run_1/gate_families.png
Scale bar: 20 um.
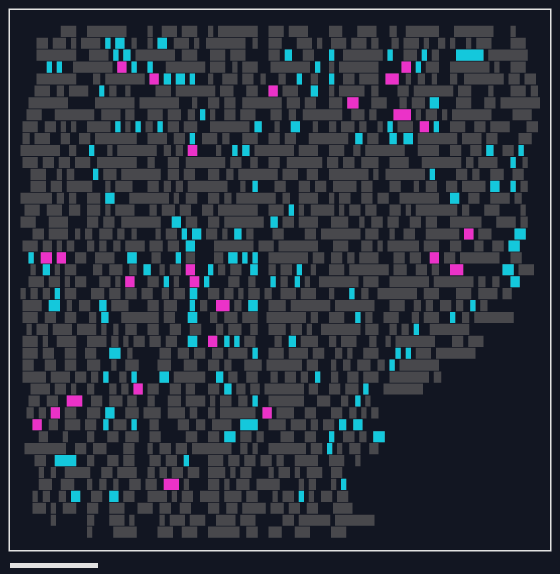
run_1/met3.png
Scale bar: 20 um.
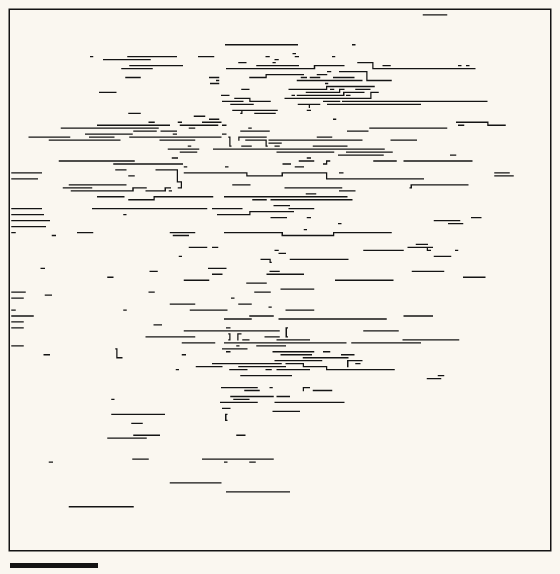
run_1/port_nets.png
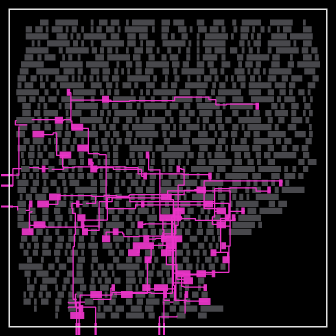
run_1/final_placement.png
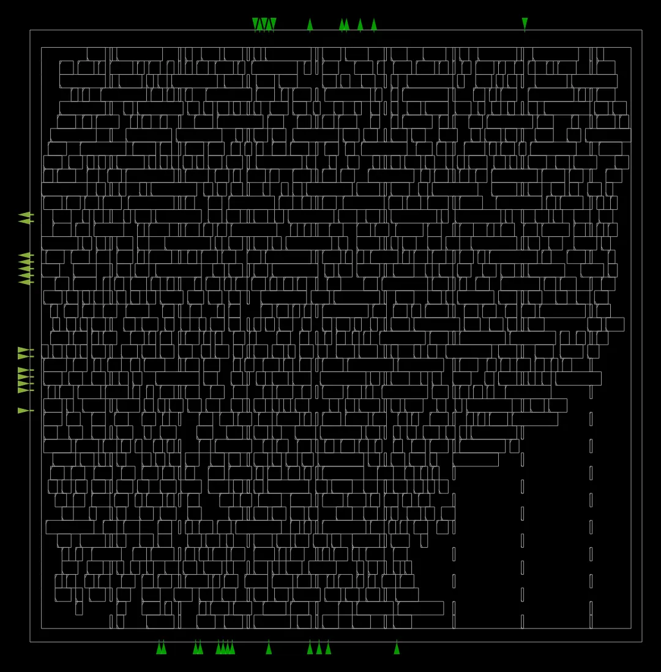
$ cat src/rtl/alu_pkg.sv
// Shared types for the sequential ALU: opcodes, flag bit positions, FSM states
// and the flag-vector packing helper.
package alu_pkg;

    typedef enum logic [3:0] {
        OP_ADD = 4'd0,
        OP_SUB = 4'd1,
        OP_SHL = 4'd2,
        OP_SHR = 4'd3,
        OP_OR  = 4'd4,
        OP_AND = 4'd5,
        OP_XOR = 4'd6,
        OP_NOT = 4'd7,
        OP_MUL = 4'd8,
        OP_CMP = 4'd9
    } alu_op_e;

    localparam int FLAG_Z = 0;
    localparam int FLAG_V = 1;
    localparam int FLAG_N = 2;
    localparam int FLAG_C = 3;

    typedef enum logic [0:0] {
        IDLE = 1'b0,
        MUL  = 1'b1
    } alu_state_e;

    function automatic logic [3:0] make_flags(input logic c, input logic n,
                                              input logic v, input logic z);
        logic [3:0] f;
        f         = 4'b0000;
        f[FLAG_C] = c;
        f[FLAG_N] = n;
        f[FLAG_V] = v;
        f[FLAG_Z] = z;
        return f;
    endfunction

endpackage

$ cat src/rtl/alu_seq_mul_iter.sv
// Iterative unsigned shift-add multiplier: one partial product per cycle,
// step counter runs BITS-1 down to 0, product presented combinationally on the last step.
module mul_iter #(
    parameter int BITS = 8
) (
    input  logic              clk,
    input  logic              rst,
    input  logic              start,
    input  logic [BITS-1:0]   op_a,
    input  logic [BITS-1:0]   op_b,
    output logic              done,
    output logic [2*BITS-1:0] product
);
    localparam int CW = $clog2(BITS);

    logic [CW-1:0]     count_r;
    logic              busy_r;
    logic [2*BITS-1:0] acc_r;
    logic [2*BITS-1:0] mcand_r;
    logic [BITS-1:0]   mplier_r;
    logic [2*BITS-1:0] acc_next_s;

    // Partial-product accumulation for the current multiplier bit
    always_comb begin
        acc_next_s = acc_r;
        if (mplier_r[0]) begin
            acc_next_s = acc_r + mcand_r;
        end else begin
            acc_next_s = acc_r;
        end
    end

    // The completing step's sum is forwarded so the caller can register it on that same edge
    assign done    = busy_r && (count_r == {CW{1'b0}});
    assign product = acc_next_s;

    // Operand load on start, then one shift-add step per cycle
    always_ff @(posedge clk or posedge rst) begin
        if (rst) begin
            busy_r   <= 1'b0;
            count_r  <= {CW{1'b0}};
            acc_r    <= {(2*BITS){1'b0}};
            mcand_r  <= {(2*BITS){1'b0}};
            mplier_r <= {BITS{1'b0}};
        end else if (start) begin
            busy_r   <= 1'b1;
            count_r  <= CW'(BITS - 1);
            acc_r    <= {(2*BITS){1'b0}};
            mcand_r  <= {{BITS{1'b0}}, op_a};
            mplier_r <= op_b;
        end else if (busy_r) begin
            acc_r    <= acc_next_s;
            mcand_r  <= mcand_r << 1;
            mplier_r <= mplier_r >> 1;
            if (count_r == {CW{1'b0}}) begin
                busy_r <= 1'b0;
            end else begin
                count_r <= count_r - CW'(1);
            end
        end
    end

endmodule

$ cat src/rtl/alu_seq.sv
// Registered, valid/ready handshaked ALU with N/Z/C/V flags and an iterative
// multiplier; single-cycle ops complete on the accepting edge.
module alu_seq
    import alu_pkg::*;
#(
    parameter int BITS = 8
) (
    input  logic            clk_i,
    input  logic            rst_i,
    input  logic            in_valid_i,
    output logic            in_ready_o,
    input  logic [BITS-1:0] bus_a_i,
    input  logic [BITS-1:0] bus_b_i,
    input  logic [3:0]      control_i,
    output logic            out_valid_o,
    input  logic            out_ready_i,
    output logic [BITS-1:0] bus_s_o,
    output logic [3:0]      flags_o
);
    localparam int SHW = $clog2(BITS) + 1;
    localparam logic [BITS-1:0] BITS_LIM = BITS'(BITS);

    alu_state_e        state_r;
    alu_state_e        state_next_s;
    logic              in_ready_s;
    logic              accept_s;
    logic              mul_start_s;
    logic              mul_done_s;
    logic [2*BITS-1:0] mul_product_s;
    logic [3:0]        mul_flags_s;

    logic [BITS:0]     sum_s;
    logic [BITS:0]     diff_s;
    logic [BITS:0]     shl_s;
    logic [BITS:0]     shr_s;
    logic [SHW-1:0]    amt_s;
    logic              amt_big_s;
    logic [BITS-1:0]   res_s;
    logic [BITS-1:0]   flag_val_s;
    logic              c_s;
    logic              v_s;
    logic              flags_clr_s;
    logic [3:0]        flags_s;

    assign in_ready_s  = !rst_i && (state_r == IDLE) && (!out_valid_o || out_ready_i);
    assign in_ready_o  = in_ready_s;
    assign accept_s    = in_valid_i && in_ready_s;
    assign mul_start_s = accept_s && (control_i == OP_MUL);

    mul_iter #(.BITS(BITS)) u_mul (
        .clk     (clk_i),
        .rst     (rst_i),
        .start   (mul_start_s),
        .op_a    (bus_a_i),
        .op_b    (bus_b_i),
        .done    (mul_done_s),
        .product (mul_product_s)
    );

    assign mul_flags_s = make_flags(|mul_product_s[2*BITS-1:BITS],
                                    mul_product_s[BITS-1], 1'b0,
                                    mul_product_s[BITS-1:0] == {BITS{1'b0}});

    // The extra bit of each shifter catches the last bit shifted out
    assign sum_s     = {1'b0, bus_a_i} + {1'b0, bus_b_i};
    assign diff_s    = {1'b0, bus_a_i} - {1'b0, bus_b_i};
    assign amt_s     = bus_b_i[SHW-1:0];
    assign amt_big_s = (bus_b_i >= BITS_LIM);
    assign shl_s     = {1'b0, bus_a_i} << amt_s;
    assign shr_s     = {bus_a_i, 1'b0} >> amt_s;

    // Single-cycle result and flag computation
    always_comb begin
        res_s       = {BITS{1'b0}};
        flag_val_s  = {BITS{1'b0}};
        c_s         = 1'b0;
        v_s         = 1'b0;
        flags_clr_s = 1'b0;
        case (alu_op_e'(control_i))
            OP_ADD: begin
                res_s = sum_s[BITS-1:0];
                c_s   = sum_s[BITS];
                v_s   = (bus_a_i[BITS-1] == bus_b_i[BITS-1]) &&
                        (sum_s[BITS-1] != bus_a_i[BITS-1]);
            end
            OP_SUB, OP_CMP: begin
                c_s = !diff_s[BITS];
                v_s = (bus_a_i[BITS-1] != bus_b_i[BITS-1]) &&
                      (diff_s[BITS-1] != bus_a_i[BITS-1]);
                if (control_i == OP_CMP) begin
                    res_s = bus_a_i;
                end else begin
                    res_s = diff_s[BITS-1:0];
                end
            end
            OP_SHL: begin
                if (amt_big_s) begin
                    res_s = {BITS{1'b0}};
                    c_s   = 1'b0;
                end else begin
                    res_s = shl_s[BITS-1:0];
                    c_s   = shl_s[BITS];
                end
            end
            OP_SHR: begin
                if (amt_big_s) begin
                    res_s = {BITS{1'b0}};
                    c_s   = 1'b0;
                end else begin
                    res_s = shr_s[BITS:1];
                    c_s   = shr_s[0];
                end
            end
            OP_OR:   res_s = bus_a_i | bus_b_i;
            OP_AND:  res_s = bus_a_i & bus_b_i;
            OP_XOR:  res_s = bus_a_i ^ bus_b_i;
            OP_NOT:  res_s = ~bus_a_i;
            OP_MUL:  res_s = {BITS{1'b0}};
            default: begin
                res_s       = bus_a_i ^ bus_b_i;
                flags_clr_s = 1'b1;
            end
        endcase
        // CMP reports flags of A-B while presenting A on the result bus
        if (control_i == OP_CMP) begin
            flag_val_s = diff_s[BITS-1:0];
        end else begin
            flag_val_s = res_s;
        end
        if (flags_clr_s) begin
            flags_s = 4'b0000;
        end else begin
            flags_s = make_flags(c_s, flag_val_s[BITS-1], v_s,
                                 flag_val_s == {BITS{1'b0}});
        end
    end

    // FSM next-state: MUL is held until the multiplier signals its last step
    always_comb begin
        state_next_s = state_r;
        case (state_r)
            IDLE: begin
                if (mul_start_s) begin
                    state_next_s = MUL;
                end else begin
                    state_next_s = IDLE;
                end
            end
            MUL: begin
                if (mul_done_s) begin
                    state_next_s = IDLE;
                end else begin
                    state_next_s = MUL;
                end
            end
            default: state_next_s = IDLE;
        endcase
    end

    // FSM state register
    always_ff @(posedge clk_i or posedge rst_i) begin
        if (rst_i) begin
            state_r <= IDLE;
        end else begin
            state_r <= state_next_s;
        end
    end

    // Output register: load on completion, otherwise hold until drained
    always_ff @(posedge clk_i or posedge rst_i) begin
        if (rst_i) begin
            out_valid_o <= 1'b0;
            bus_s_o     <= {BITS{1'b0}};
            flags_o     <= 4'b0000;
        end else if (accept_s && !mul_start_s) begin
            out_valid_o <= 1'b1;
            bus_s_o     <= res_s;
            flags_o     <= flags_s;
        end else if ((state_r == MUL) && mul_done_s) begin
            out_valid_o <= 1'b1;
            bus_s_o     <= mul_product_s[BITS-1:0];
            flags_o     <= mul_flags_s;
        end else if (out_valid_o && out_ready_i) begin
            out_valid_o <= 1'b0;
        end
    end

endmodule

$ cat config.mk
export PLATFORM = sky130hd
export DESIGN_NAME = alu_seq
export DESIGN_NICKNAME = d
export VERILOG_FILES = /design/src/rtl/alu_pkg.sv /design/src/rtl/alu_seq_mul_iter.sv /design/src/rtl/alu_seq.sv
export SDC_FILE = /design/constraint.sdc
export NUM_CORES = 1
export LEC_CHECK = 0
export CELL_PAD_IN_SITES_DETAIL_PLACEMENT = 1
export CELL_PAD_IN_SITES_GLOBAL_PLACEMENT = 1
export CORE_MARGIN = 2
export CORE_UTILIZATION = 41
export CTS_CLUSTER_SIZE = 20
export DETAILED_ROUTE_END_ITERATION = 6
export PLACE_DENSITY = 0.82
export SYNTH_ARGS = -nofsm -noshare
export SYNTH_HDL_FRONTEND = slang
export SYNTH_SLANG_ARGS = --single-unit
$ cat constraint.sdc
create_clock -name clk_i -period 2.7 [get_ports clk_i]
set_input_delay 0.27 -clock clk_i [delete_from_list [all_inputs] [get_ports clk_i]]
set_output_delay 0.27 -clock clk_i [all_outputs]
set_load 0.02 [all_outputs]
==> impl_metrics.csv, run 1 <==
group,metric,value,unit
run_status,status,"finished with violations",
run_status,violations,"setup timing",
place,dp_cells,1048,
timing,fin_ws,-0.428,ns
power,pwr-share-clk,14.4,%
place,dp_slack,-0.624,ns
yosys,synthCells,729,
cts,cts_tree,"built",
global_routing,track_usage,34.0,%
yosys,topCellsByArea,"dfrtp_1 25%, ha_1 9.0%, mux2i_1 6.9%",
yosys,fp_nets,798,
power,leakage,0.00350,uW
power,finalPower,7520,uW
yosys,flop_cell,"dfrtp_1",
timing,slew_headroom,38.8,%
global_routing,grt_max_degree,53,
min_path,hold_path.class,"input port to async pin",
timing,skew,0.00742,ns
die,rows,43,
critical_path,cpMaxStageDelayCell,"dfrtp_1",
place,gp_congestion,1.04,
yosys,top_area_cell,"dfrtp_1",
drt,dr.pass1.iters,5,
timing,tightestPinTransition,0.909,ns
die,die_h,123,um
critical_path,crit_arrival,3.32,ns
power,powerDensity,941,nW/um2
critical_path,critical_path.endpoint_type,"register",
place,hpwlAfterDp,18000,um
yosys,synth.top_cell.area_share,24.9,%
yosys,ys_cells,729,
timing,whs,0.268,ns
finish,num_antenna_cells,0,
timing,drv_slew,0,
critical_path,cp_cell_sequence,"ha_4 -> fa_2 -> a211oi_4 -> o21ai_2 -> buf_4 -> a21oi_1 -> xnor2_1 -> mux2i_1 -> o2111ai_2 -> nor3_2 -> o211ai_1",
cts,cts_buffers,9,
finish,drive_gt1_share,26.8,%
yosys,ys_ff,58,
cts,clock_sinks,58,
die,fp-utilization,42.0,%
die,die_area,15200,um2
finish,areaGrowthSynthToFinish,37.2,%
yosys,synthArstFlopShare,100,%
critical_path,critPathTopFamily,"AND-OR/OR-AND gates",
cts,cts_max_level,3,
timing,rsz0062_at_grt,"true",
drt,vias,7010,
global_routing,antenna_found_initial,0,
job,warnings,46,
timing,finalCriticalPeriod,3.13,ns
timing,final-setup-viol-count,5,
drt,wl,27100,um
timing,clock.fmax,320,MHz
power,p_int,3950,uW
critical_path,critPathLaunchType,"register",
yosys,postSynthAreaPerCell,7.99,um2
cts,clock_latency,0.34,ns
critical_path,worst-path-buf-inv,1,
critical_path,crit_required,2.90,ns
drt,wl_per_cell,25.3,um
place,detailed_place.area,7390,um2
About gate_families.png:
Cyan marks NAND gates, cells 122, most used nand2_1, where all over the die. Magenta marks AND and OR gates, cells 25, most used and3_1, where all over the die.

About met3.png:
The layer carries 1800 um of wire. The longest straight run is 38.9 um. 169 nets have wire on it. The wires run mostly horizontal.

About port_nets.png:
Magenta marks bus_a_i, bits 8, direction input, edge 5 bottom, 3 left, end cells 65, buffers 19, wire 1410 um.
I/O Buffers: 37
top-level port count: 38

About final_placement.png:
total core area: 13900 um2
fillers: 1673
Finished Layout Cells: 1071

==> run 1: power by group through the flow <==
stage	combinational, uW	clock (uW)	sequential (uW)
global route	5030	1110	1670
detailed placement	3920	0	1580
floorplan	2220	0	1560
CTS	4280	1060	1600
global placement	3660	0	1550
finish	4780	1090	1650
==> run 1: layer usage <==
layer	routed length, um	share of wire (%)	GRT usage [%]
met5	0	0	0
met4	1550	5.7	14.8
met3	1800	6.6	5.81
met2	12900	47	56.9
met1	10900	40	42.8
==> run 1: cells in the mapped netlist, drive strengths merged, types with 5 or more instances <==
library cell,count
nand2,68
nor2,65
dfrtp,58
o21ai,54
a21oi,48
ha,42
mux2i,40
inv,39
clkbuf,25
nor3,25
buf,23
nand3,22
a211oi,20
nand2b,17
a21o,10
o211ai,9
nor2b,8
o22ai,8
a31oi,7
mux2,7
nand3b,7
nand4,7
xnor2,7
a221o,6
and3,6
o31ai,6
xor2,6
and2,5
o221ai,5
or3,5
==> run 1: flip-flops by register name (all words and copies together), names as in the netlist, 3 cells and up <==
| register | count |
|---|---|
| u_mul.mplier_r | 8 |
| u_mul.count_r | 3 |
| flags_o | 4 |
| u_mul.mcand_r | 16 |
| u_mul.acc_r | 16 |
| bus_s_o | 8 |
==> run 1: kinds of logic after synthesis <==
kind of cell	share of synthesized area, %
multiplexers	9.00
flip-flops	24.9
AND/OR/NAND/NOR	21.4
adder cells (fa/ha/maj)	10.1
XOR/XNOR	1.95
AND-OR/OR-AND	26.5
buffers and inverters	6.19
==> run 1: final timing paths <==
path	cells after the start	slack, ns	end	start
worst max-delay path	11	-0.43	flags_o[3]	u_mul.acc_r[0]
worst min-delay path	2	0.27	u_mul.count_r[2]	rst_i
worst max register to register	11	-0.43	flags_o[3]	u_mul.acc_r[0]
worst min register to register	1	0.50	flags_o[2]	flags_o[2]
max in group asynchronous	3	1.70	u_mul.mcand_r[7]	rst_i
min in group clk_i	4	0.46	u_mul.mplier_r[1]	bus_b_i[1]
==> run 1: placed cells by master, fill, tap and decap left out, drive strengths merged, types with 4 or more instances in the layout <==
cell type	Yosys	final
o221ai	5	5
nand3	22	22
inv	39	39
a21oi	48	48
o21ai	54	54
dfrtp	58	58
nand3b	7	7
nor2	65	65
ha	42	42
xnor2	7	7
o21a	4	4
xor2	6	6
nand2	68	68
a21o	10	10
mux2	7	7
and3	6	6
or3	5	5
clkbuf	25	13
o21bai	4	4
nand2b	17	17
nand4	7	7
o32ai	4	4
nor3	25	25
and2	5	5
o31ai	6	6
a311oi	4	4
a221o	6	6
nor4b	4	4
a221oi	4	4
buf	23	157
mux2i	40	40
o211ai	9	9
o22ai	8	8
a22oi	4	4
a31oi	7	7
a211oi	20	20
clkdlybuf4s50	0	34
nor2b	8	8
==> run 1: cell type report <==
class,count,area [um2]
clock buffer,13,250
clock inverter,3,15.0
fill,1673,5890
inverter,39,146
multi-input combinational,584,4310
sequential,58,1450
tap,180,225
timing repair buffer,194,1590
==> run 1: repair_timing <==
action / 4_1_cts / 5_1_grt
hold endpoints to repair: 0 / 0
endpoints found under the setup margin: 9 / 10
resized: 40 / 25
setup buffers: 6 / 2
pin swaps: 17 / 17
run_1/density.png
12 x 12 tiles, from black (low) to pale yellow (high), 0 to 100% covered.
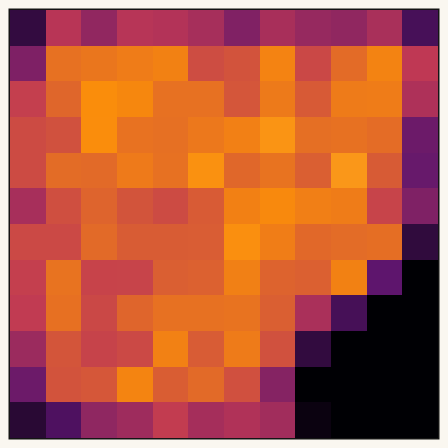

--- run 2 (diff from run 1) ---
CORE_UTILIZATION = 42   (was 41)
PLACE_DENSITY = 0.84   (was 0.82)
SYNTH_HIERARCHICAL = 1   (was unset)
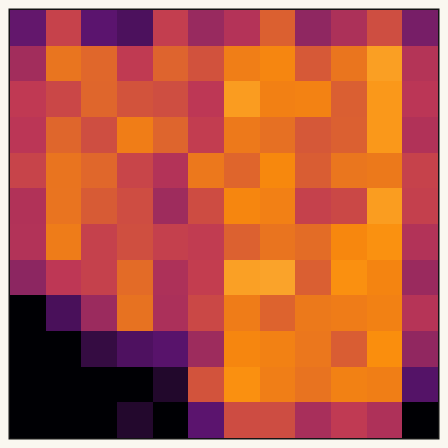
run_2/density.png
12 x 12 tiles, from black (low) to pale yellow (high), 0 to 100% covered.
The emptiest ninth of the die: bottom left. 7.6% of the tiles are over 75% full. The fullest tile reaches 80%. The mean over all tiles is 52%. 8.3% of the tiles are nearly empty.

==> run 2 against run 1 <==
The run still ends with setup timing left; clock-buffer cell count shrank 1; worst hold slack gained 0.099 ns; area after synthesis grew 1.2%; critical endpoint unchanged.
==> impl_metrics.csv, run 2 <==
group,metric,value,unit
run_status,status,"finished with violations",
run_status,violations,"setup timing",
finish,layout.cells.most_common,"buf_4",
finish,drive_gt1_share,28.3,%
yosys,synth.top_cell.area_share,24.6,%
yosys,postSynthAreaPerCell,8.10,um2
power,leakage,0.00343,uW
yosys,ys_sh_aoi,24.1,%
critical_path,critPathTopFamily,"AND-OR/OR-AND gates",
yosys,top_logic_kind,"AND-OR/OR-AND gates",
min_path,hold_path.class,"input port to async pin",
die,fp-utilization,42.8,%
finish,areaGrowthSynthToFinish,36.0,%
die,io-pin-count,38,
drt,dr.pass1.iters,5,
timing,slew_headroom,31.8,%
power,powerDensity,944,nW/um2
yosys,synth-adder-area-share,9.93,%
drt,wl,28000,um
yosys,top_cell,"nand2_1",
critical_path,cpMaxStageDelayCell,"nor4_4",
die,die_area,15000,um2
yosys,ys_sh_xor,3.12,%
timing,fin_ws,-0.596,ns
critical_path,critPathLaunchType,"register",
cts,cts_tree,"built",
die,die_h,122,um
cts,cts_buffers,9,
global_routing,antenna_found_initial,0,
timing,final-setup-viol-count,3,
die,fp.coreArea,13800,um2
timing,rsz0062_at_grt,"true",
finish,largest_registers,"u_mul/acc_r x16, u_mul/mcand_r x16",
yosys,topCellsByArea,"dfrtp_1 25%, ha_1 8.9%, mux2i_1 7.5%",
global_routing,track_usage,36.1,%
global_routing,grt_max_degree,39,
[run 2: cell count changes after synthesis, sizes merged, moves of 5 or more]
| cell | before | now |
|---|---|---|
| nand2 | 68 | 73 |
| buf | 23 | 28 |
| a21oi | 48 | 59 |
| xnor2 | 7 | 15 |
| and2 | 5 | 10 |
| a21o | 10 | 3 |
| nor3 | 25 | 15 |
| a221o | 6 | 1 |
| nand3b | 7 | 0 |
| a211oi | 20 | 15 |
| mux2 | 7 | 19 |
[run 2: layer usage]
| layer | vias to the layer above | global-route usage [%] | routed length (um) |
|---|---|---|---|
| met5 | - | 0 | 0 |
| met4 | 0 | 20.9 | 1670 |
| met3 | 143 | 7.71 | 2050 |
| met2 | 412 | 62.0 | 13600 |
| met1 | 3419 | 41.4 | 10700 |
| li1 | 2935 | - | - |
[run 2: where the power goes]
part           leakage [uW]  internal, uW  switching, uW
sequential         0.000725          1230            426
clock              0.000138           661            448
combinational       0.00257          2130           2670
total               0.00343          4020           3540
[run 2: final timing paths]
path,start,to,slack (ns),cells past startpoint
worst max-delay path,u_mul/acc_r[0],flags_o[3],-0.60,13
worst min-delay path,rst_i,u_mul/count_r[0],0.37,2
worst max register to register,u_mul/acc_r[0],flags_o[3],-0.60,13
worst min register to register,u_mul/count_r[1],u_mul/count_r[1],0.54,2
max in group asynchronous,rst_i,u_mul/mcand_r[12],1.55,3
min in group clk_i,u_mul/count_r[1],u_mul/count_r[1],0.54,2
[run 2: worst reg2reg max path: cells and delay by family, from the launching register on]
kind / cells / cell delay, ns
AND-OR/OR-AND: 7 / 1.07
adder cells (fa/ha/maj): 2 / 0.57
AND/OR/NAND/NOR: 1 / 0.43
flip-flops: 1 / 0.42
multiplexers: 1 / 0.30
buffers and inverters: 1 / 0.19
XOR/XNOR: 1 / 0.18
[run 2: cell families (layout without fill, tap and decap cells)]
| family | count (synthesis) | after routing |
|---|---|---|
| buffers and inverters | 89 | 248 |
| AND/OR/NAND/NOR | 237 | 237 |
| adder cells (fa/ha/maj) | 45 | 45 |
| flip-flops | 58 | 58 |
| multiplexers | 66 | 66 |
| XOR/XNOR | 21 | 21 |
| AND-OR/OR-AND | 212 | 212 |
[run 2: repair_timing]
action                                  in CTS  in global routing
buffers inserted                             4                  3
resized                                     27                 30
endpoints found under the setup margin       3                 12
pin swaps                                   10                 10
[run 2: metrics by stage]
stage               hold WS [ns]  area (um2)  instances  power [uW]
floorplan                  0.159        5910        728        3630
global placement           0.493        7400       1045        5040
detailed placement         0.508        7400       1045        5330
CTS                        0.397        7840       1064        6890
global route               0.416        8020       1067        7790
finish                     0.367        8020       1067        7570
[run 2: cell type report]
class | count | area (um2)
fillers | 1621 | 5760
multi-input cells | 581 | 4350
repair buffers | 194 | 1570
flip-flops and latches | 58 | 1450
clock buffers | 12 | 256
well taps | 180 | 225
inverters | 39 | 146
clock inverters | 3 | 15.0
--- run 3 (diff from run 2) ---
TNS_END_PERCENT = 100   (was unset)
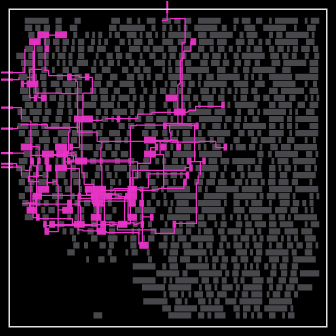
run_3/port_nets.png
Magenta marks bus_a_i, bits 8, direction input, edge 7 left, 1 top, end cells 68, buffers 20, wire 1540 um.

==> run 3 against run 2 <==
The flow still finishes with violations (setup timing); clock-buffer cell count did not move; clock skew stayed put; maximum frequency did not move; clock power barely moved; register-to-register slack about the same; combinational power about the same; sequential power hardly changed; total power unchanged; area after synthesis did not move; die size stayed put; worst setup slack unchanged; flip-flop count unchanged; highest routed layer unchanged.
==> impl_metrics.csv, run 3 <==
group,metric,value,unit
global_routing,antenna_found_initial,0,
run_status,status,"finished with violations",
die,die_area,15000,um2
yosys,synthArstFlopShare,100,%
cts,cts_buffers,9,
power,p_int,4020,uW
yosys,flop_cell,"dfrtp_1",
drt,dr.pass1.iters,5,
timing,tightestPinTransition,1.02,ns
timing,finalCriticalPeriod,3.30,ns
critical_path,cpMaxStageDelayCell,"nor4_4",
place,port_buffers,37,
yosys,postSynthAreaPerCell,8.10,um2
timing,skew,0.0189,ns
finish,areaGrowthSynthToFinish,36.0,%
yosys,ys_ff,58,
yosys,synthCells,728,
place,gp_congestion,0.970,
power,p_sw,3540,uW
global_routing,track_usage,36.1,%
power,netSwitchingFraction,46.8,%
power,pwr-share-clk,14.7,%
yosys,top_area_cell,"dfrtp_1",
timing,fin_ws,-0.596,ns
run_status,violations,"setup timing",
critical_path,cp_cell_sequence,"ha_4 -> fa_2 -> a21oi_4 -> o21ai_4 -> a211oi_2 -> buf_4 -> o21ai_2 -> xor2_1 -> mux2_4 -> nor4_4 -> a31oi_2 -> o32ai_2 -> a21oi_2",
die,fp-utilization,42.8,%
finish,drive_gt1_share,28.3,%
finish,fin_cells,1067,
finish,layout.cells.most_common,"buf_4",
die,die_h,122,um
critical_path,critPathTopFamily,"AND-OR/OR-AND gates",
yosys,ys_cells,728,
place,hpwlAfterDp,17700,um
critical_path,critPathLaunchType,"register",
yosys,fp_nets,797,
finish,largest_registers,"u_mul/acc_r x16, u_mul/mcand_r x16",
finish,num_antenna_cells,0,
timing,drv_slew,0,
die,rows,43,
place,dp_cells,1045,
cts,cts_tree,"built",
timing,whs,0.367,ns
cts,clock_latency,0.35,ns
timing,final-setup-viol-count,3,
drt,wl_per_cell,26.2,um
power,seqPwrFrac,21.9,%
power,powerDensity,944,nW/um2
==> run 3: cell counts after synthesis <==
Identical to the previous run, type by type.
==> run 3: layout make-up <==
class                      instances  area share, %
clock buffer                      12           3.20
clock inverter                     3          0.187
inverter                          39           1.83
multi-input combinational        581           54.3
sequential                        58           18.1
tap                              180           2.81
timing repair buffer             194           19.6
==> run 3: worst paths after layout <==
path                                   from                end  cells after the start
hold / removal                        rst_i   u_mul/count_r[0]                      2
hold reg to reg            u_mul/count_r[1]   u_mul/count_r[1]                      2
setup / recovery             u_mul/acc_r[0]         flags_o[3]                     13
setup reg to reg             u_mul/acc_r[0]         flags_o[3]                     13
max in group asynchronous             rst_i  u_mul/mcand_r[12]                      3
min in group clk_i         u_mul/count_r[1]   u_mul/count_r[1]                      2
==> run 3: per-stage QoR <==
stage	setup TNS (ns)	worst slack, ns	instance area [um2]	total power, uW
after floorplan	0	0.000514	5910	3630
after global placement	-1.86	-0.745	7400	5040
after detailed placement	-2.98	-0.784	7400	5330
after CTS	-0.448	-0.402	7840	6890
after global routing	-0.887	-0.577	8020	7790
final	-0.917	-0.596	8020	7570
==> run 3: per-layer routing <==
layer | share of wire, % | track usage [%] | vias up
met5 | 0 | 0 | -
met4 | 6.0 | 20.9 | 0
met3 | 7.3 | 7.71 | 143
met2 | 49 | 62.0 | 412
met1 | 38 | 41.4 | 3419
li1 | - | - | 2935
==> run 3: logic make-up after synthesis <==
group           Yosys count  share of synthesized area, %
compound gates          212                          24.1
xor+xnor                 21                          3.12
fa+ha+maj                45                          9.93
buf+inv                  89                          6.75
flops                    58                          24.6
mux                      66                          12.2
simple gates            237                          19.3
==> run 3: power by group through the flow <==
stage          registers (uW)  logic [uW]  clock network, uW
6_report                 1660        4800               1110
4_1_cts                  1570        4240               1080
2_1_floorplan            1530        2100                  0
5_1_grt                  1670        4970               1150
3_3_place_gp             1520        3520                  0
3_5_place_dp             1550        3780                  0
==> run 3: timing repair <==
item	CTS	global route
setup endpoints to repair	3	12
pin swaps	10	10
hold endpoints to repair	0	0
hold buffers	0	0
resized	27	30
buffers inserted	4	3
Power figures rest on the tool's default switching activity, not on a simulated workload.
